$ cat src/rtl/tsp_anneal_ctrl.sv
// Iteration controller for the TSP swap-improvement loop.
// Draws candidate position pairs from a free-running random word, hands each
// valid pair to the swap evaluator, and issues a commit pulse on acceptance.
// A run ends after an iteration budget or a run of consecutive rejections.
//
// Evaluator handshake: eval_go is a one-cycle launch pulse in ISSUE; the
// controller then sits in WAIT and samples eval_done (with eval_accept as its
// qualifier) only there. eval_v1/eval_v2 are held from ISSUE through COMMIT.
module tsp_anneal_ctrl #(
  parameter int N           = 64,
  parameter int IDX_W       = 6,
  parameter int MAX_ITER    = 100000,
  parameter int STALL_LIMIT = 4096
) (
  input  logic             clk,
  input  logic             rst,
  input  logic             start,
  input  logic             abort,
  input  logic [31:0]      rnd,
  output logic             eval_go,
  output logic [IDX_W-1:0] eval_v1,
  output logic [IDX_W-1:0] eval_v2,
  input  logic             eval_done,
  input  logic             eval_accept,
  output logic             commit,
  output logic             busy,
  output logic             done,
  output logic [31:0]      iter_cnt,
  output logic [31:0]      accept_cnt,
  output logic [2:0]       state_dbg
);

  typedef enum logic [2:0] {
    S_IDLE   = 3'd0,
    S_PICK   = 3'd1,
    S_ISSUE  = 3'd2,
    S_WAIT   = 3'd3,
    S_COMMIT = 3'd4,
    S_DONE   = 3'd5
  } state_e;

  localparam logic [31:0] MAX_ITER_C    = 32'(MAX_ITER);
  localparam logic [31:0] STALL_LIMIT_C = 32'(STALL_LIMIT);
  localparam logic [15:0] SPAN_C        = 16'(N - 2);

  state_e           state_q, state_d;
  logic [IDX_W-1:0] eval_v1_q, eval_v1_d;
  logic [IDX_W-1:0] eval_v2_q, eval_v2_d;
  logic [31:0]      iter_cnt_q, iter_cnt_d;
  logic [31:0]      accept_cnt_q, accept_cnt_d;
  logic [31:0]      stall_cnt_q, stall_cnt_d;
  logic             done_q, done_d;

  logic [15:0]      a_mod, b_mod;
  logic [IDX_W-1:0] a_idx, b_idx, lo_idx, hi_idx;
  logic             pair_ok;
  logic [31:0]      iter_inc, accept_inc, stall_inc;

  // Counters stick at all-ones instead of wrapping.
  function automatic logic [31:0] sat_inc(input logic [31:0] v);
    return (v == 32'hFFFF_FFFF) ? v : v + 32'd1;
  endfunction

  // End-of-run test applied to the counts as they will be after this cycle.
  function automatic logic term_hit(input logic [31:0] it, input logic [31:0] st);
    return (it == MAX_ITER_C) || (st == STALL_LIMIT_C);
  endfunction

  // Candidate pair: both positions in 1..N-2 (endpoints stay fixed), ordered,
  // and at least two apart so the swap touches four distinct edges.
  always_comb begin
    a_mod   = rnd[15:0] % SPAN_C;
    b_mod   = rnd[31:16] % SPAN_C;
    a_idx   = IDX_W'(a_mod) + IDX_W'(1);
    b_idx   = IDX_W'(b_mod) + IDX_W'(1);
    lo_idx  = (a_idx < b_idx) ? a_idx : b_idx;
    hi_idx  = (a_idx < b_idx) ? b_idx : a_idx;
    pair_ok = (hi_idx - lo_idx) >= IDX_W'(2);
  end

  // Next-state and counter update; abort overrides everything in busy states.
  always_comb begin
    state_d      = state_q;
    eval_v1_d    = eval_v1_q;
    eval_v2_d    = eval_v2_q;
    iter_cnt_d   = iter_cnt_q;
    accept_cnt_d = accept_cnt_q;
    stall_cnt_d  = stall_cnt_q;
    done_d       = done_q;
    iter_inc     = sat_inc(iter_cnt_q);
    accept_inc   = sat_inc(accept_cnt_q);
    stall_inc    = sat_inc(stall_cnt_q);

    case (state_q)
      S_IDLE, S_DONE: begin
        if (!abort && start) begin
          iter_cnt_d   = '0;
          accept_cnt_d = '0;
          stall_cnt_d  = '0;
          done_d       = 1'b0;
          state_d      = S_PICK;
        end
      end
      S_PICK: begin
        if (abort) begin
          state_d = S_IDLE;
        end else if (pair_ok) begin
          eval_v1_d = lo_idx;
          eval_v2_d = hi_idx;
          state_d   = S_ISSUE;
        end
      end
      S_ISSUE: begin
        state_d = abort ? S_IDLE : S_WAIT;
      end
      S_WAIT: begin
        if (abort) begin
          // The verdict arriving with abort is dropped, so no commit follows.
          state_d = S_IDLE;
        end else if (eval_done) begin
          if (eval_accept) begin
            state_d = S_COMMIT;
          end else begin
            iter_cnt_d  = iter_inc;
            stall_cnt_d = stall_inc;
            if (term_hit(iter_inc, stall_inc)) begin
              state_d = S_DONE;
              done_d  = 1'b1;
            end else begin
              state_d = S_PICK;
            end
          end
        end
      end
      S_COMMIT: begin
        if (abort) begin
          // Counts freeze; the commit pulse of this cycle is already visible.
          state_d = S_IDLE;
        end else begin
          accept_cnt_d = accept_inc;
          iter_cnt_d   = iter_inc;
          stall_cnt_d  = '0;
          if (term_hit(iter_inc, 32'd0)) begin
            state_d = S_DONE;
            done_d  = 1'b1;
          end else begin
            state_d = S_PICK;
          end
        end
      end
      default: state_d = S_IDLE;
    endcase
  end

  // State and datapath registers with asynchronous reset.
  always_ff @(posedge clk or posedge rst) begin
    if (rst) begin
      state_q      <= S_IDLE;
      eval_v1_q    <= '0;
      eval_v2_q    <= '0;
      iter_cnt_q   <= '0;
      accept_cnt_q <= '0;
      stall_cnt_q  <= '0;
      done_q       <= 1'b0;
    end else begin
      state_q      <= state_d;
      eval_v1_q    <= eval_v1_d;
      eval_v2_q    <= eval_v2_d;
      iter_cnt_q   <= iter_cnt_d;
      accept_cnt_q <= accept_cnt_d;
      stall_cnt_q  <= stall_cnt_d;
      done_q       <= done_d;
    end
  end

  // Moore outputs decoded from the state register only.
  always_comb begin
    eval_go    = (state_q == S_ISSUE);
    commit     = (state_q == S_COMMIT);
    busy       = (state_q != S_IDLE) && (state_q != S_DONE);
    done       = done_q;
    eval_v1    = eval_v1_q;
    eval_v2    = eval_v2_q;
    iter_cnt   = iter_cnt_q;
    accept_cnt = accept_cnt_q;
    state_dbg  = state_q;
  end

endmodule

$ cat config.mk
export PLATFORM = sky130hd
export DESIGN_NAME = tsp_anneal_ctrl
export DESIGN_NICKNAME = d
export VERILOG_FILES = /design/src/rtl/tsp_anneal_ctrl.sv
export SDC_FILE = /design/constraint.sdc
export NUM_CORES = 1
export LEC_CHECK = 0
export CORE_ASPECT_RATIO = 1.25
export CORE_UTILIZATION = 64
export CTS_CLUSTER_SIZE = 16
export DETAILED_ROUTE_END_ITERATION = 16
export GPL_TIMING_DRIVEN = 0
export PLACE_DENSITY = 0.91
export SYNTH_ARGS = -nofsm -noshare
export SYNTH_HDL_FRONTEND = slang
export SYNTH_SLANG_ARGS = --single-unit
$ cat constraint.sdc
create_clock -name clk -period 10.3 [get_ports clk]
set_input_delay 1.03 -clock clk [delete_from_list [all_inputs] [get_ports clk]]
set_output_delay 1.03 -clock clk [all_outputs]
set_load 0.05 [all_outputs]
Cells coloured by class:
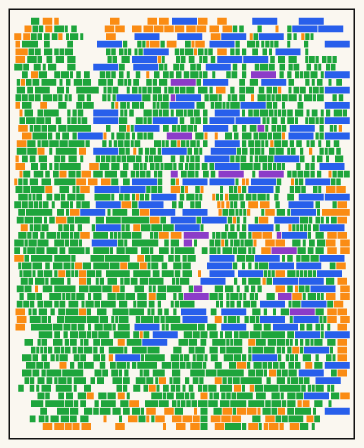
remaining buffers and delay cells: drawn in orange, cells 220, share of their area 13%. clock drivers and dummy loads: drawn in purple, cells 16, share of their area 2.1%. sequential cells: drawn in blue, cells 112, share of their area 20%. combinational and other logic: drawn in green, cells 1,325, share of their area 65%.
Final Util: 79.5%
row cnt: 54
core area: 17,600 um2

Where the registers sit:
Scale bar: 20 um. Other sequential cells in the stronger grey, the rest of the logic in the fainter grey.
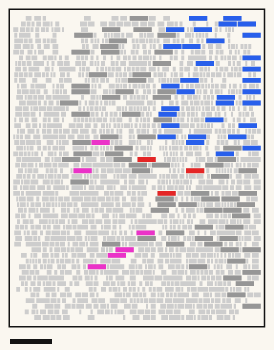
eval_v2: drawn in magenta, placed flops 6. stall_cnt_q: drawn in blue, placed flops 32. state_dbg: drawn in red, placed flops 3.
Another 71 sequential cells are not coloured.
Reg area: 2800 um2
register fraction of the total cell area: 20.1%
Flop+latch power: 515 uW

Placement view:
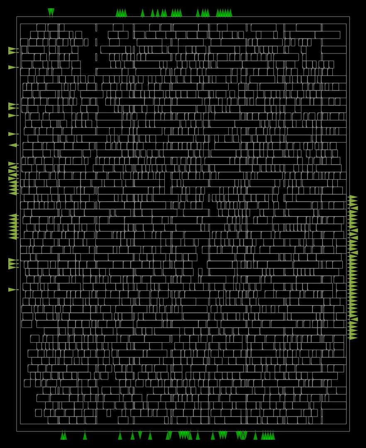
non-filler instance count after layout: 1,898
fillers: 1,226
# Taps: 224

==> reports/summary.txt <==
Dominant cell type by area after synthesis - dfrtp_1
CTS tree - built
Setup slack, reg-to-reg - 4.54 ns
Sw power - 1.43 mW
Hold slack - 0.523 ns
Final Cell Area - 14,000 um2
DRT met1 WL - 14,200 um
Pleak - 5.44 nW
Top sig layer - met4
Hold_buf cts - 0
Worst slew margin - 34.3%
Met1 Usage GRT - 45.2%
Top pwr grp - combinational cells
Status - finished clean
YS chip area - 11,600 um2
Largest net degree at the start of global routing - 62
WP buf/inv - 6
Non-Clock Buffer Count - 220
Synth cell types - 110
Max-slew violations - 0
Cycle use final - 98.7%
Mux share - 4.29%
Worst clock skew - 0.0120 ns
Final #Nets - 1,718
# Cells Yosys - 1,519
Die height - 152 um
Type of origin of the critical path - input port
Vias in the first global route - 11,500
DP HPWL - 24,600 um
Inverters, non-clock - 34
Top class by area - multi-input combinational cells
Critical path data arrival time - 10.41 ns
Largest logic family - AND-OR/OR-AND gates
Commonest flop - dfrtp_1
Clk sinks - 112
Grt ovf - 0
Routed wl met3 - 2820 um
Clock tree root buffer cell - clkbuf_16
Combinational power share - 70.3%
Post-synth seq share - 24.3%
M3 wires:
Scale bar: 20 um.
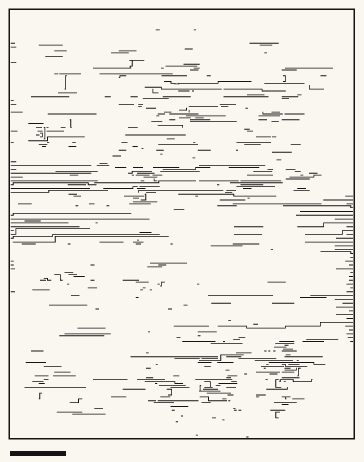
The layer holds 7.9% of the routed length. 316 nets have wire on it. The wires run mostly horizontal.
vias: 13,000
final wirelength: 35,600 um

Placement density heat map:
12 x 15 tiles, from white (low) to dark blue (high), 0 to 100% covered.
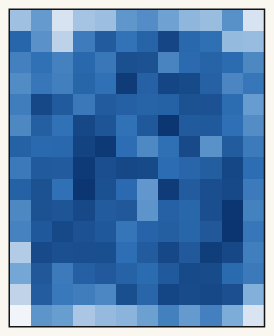
The fullest tile reaches 98%. 58% of the tiles are over 75% full. The mean over all tiles is 74%.
initial core utilization: 65.8%

Power and IR drop assume default switching activity.
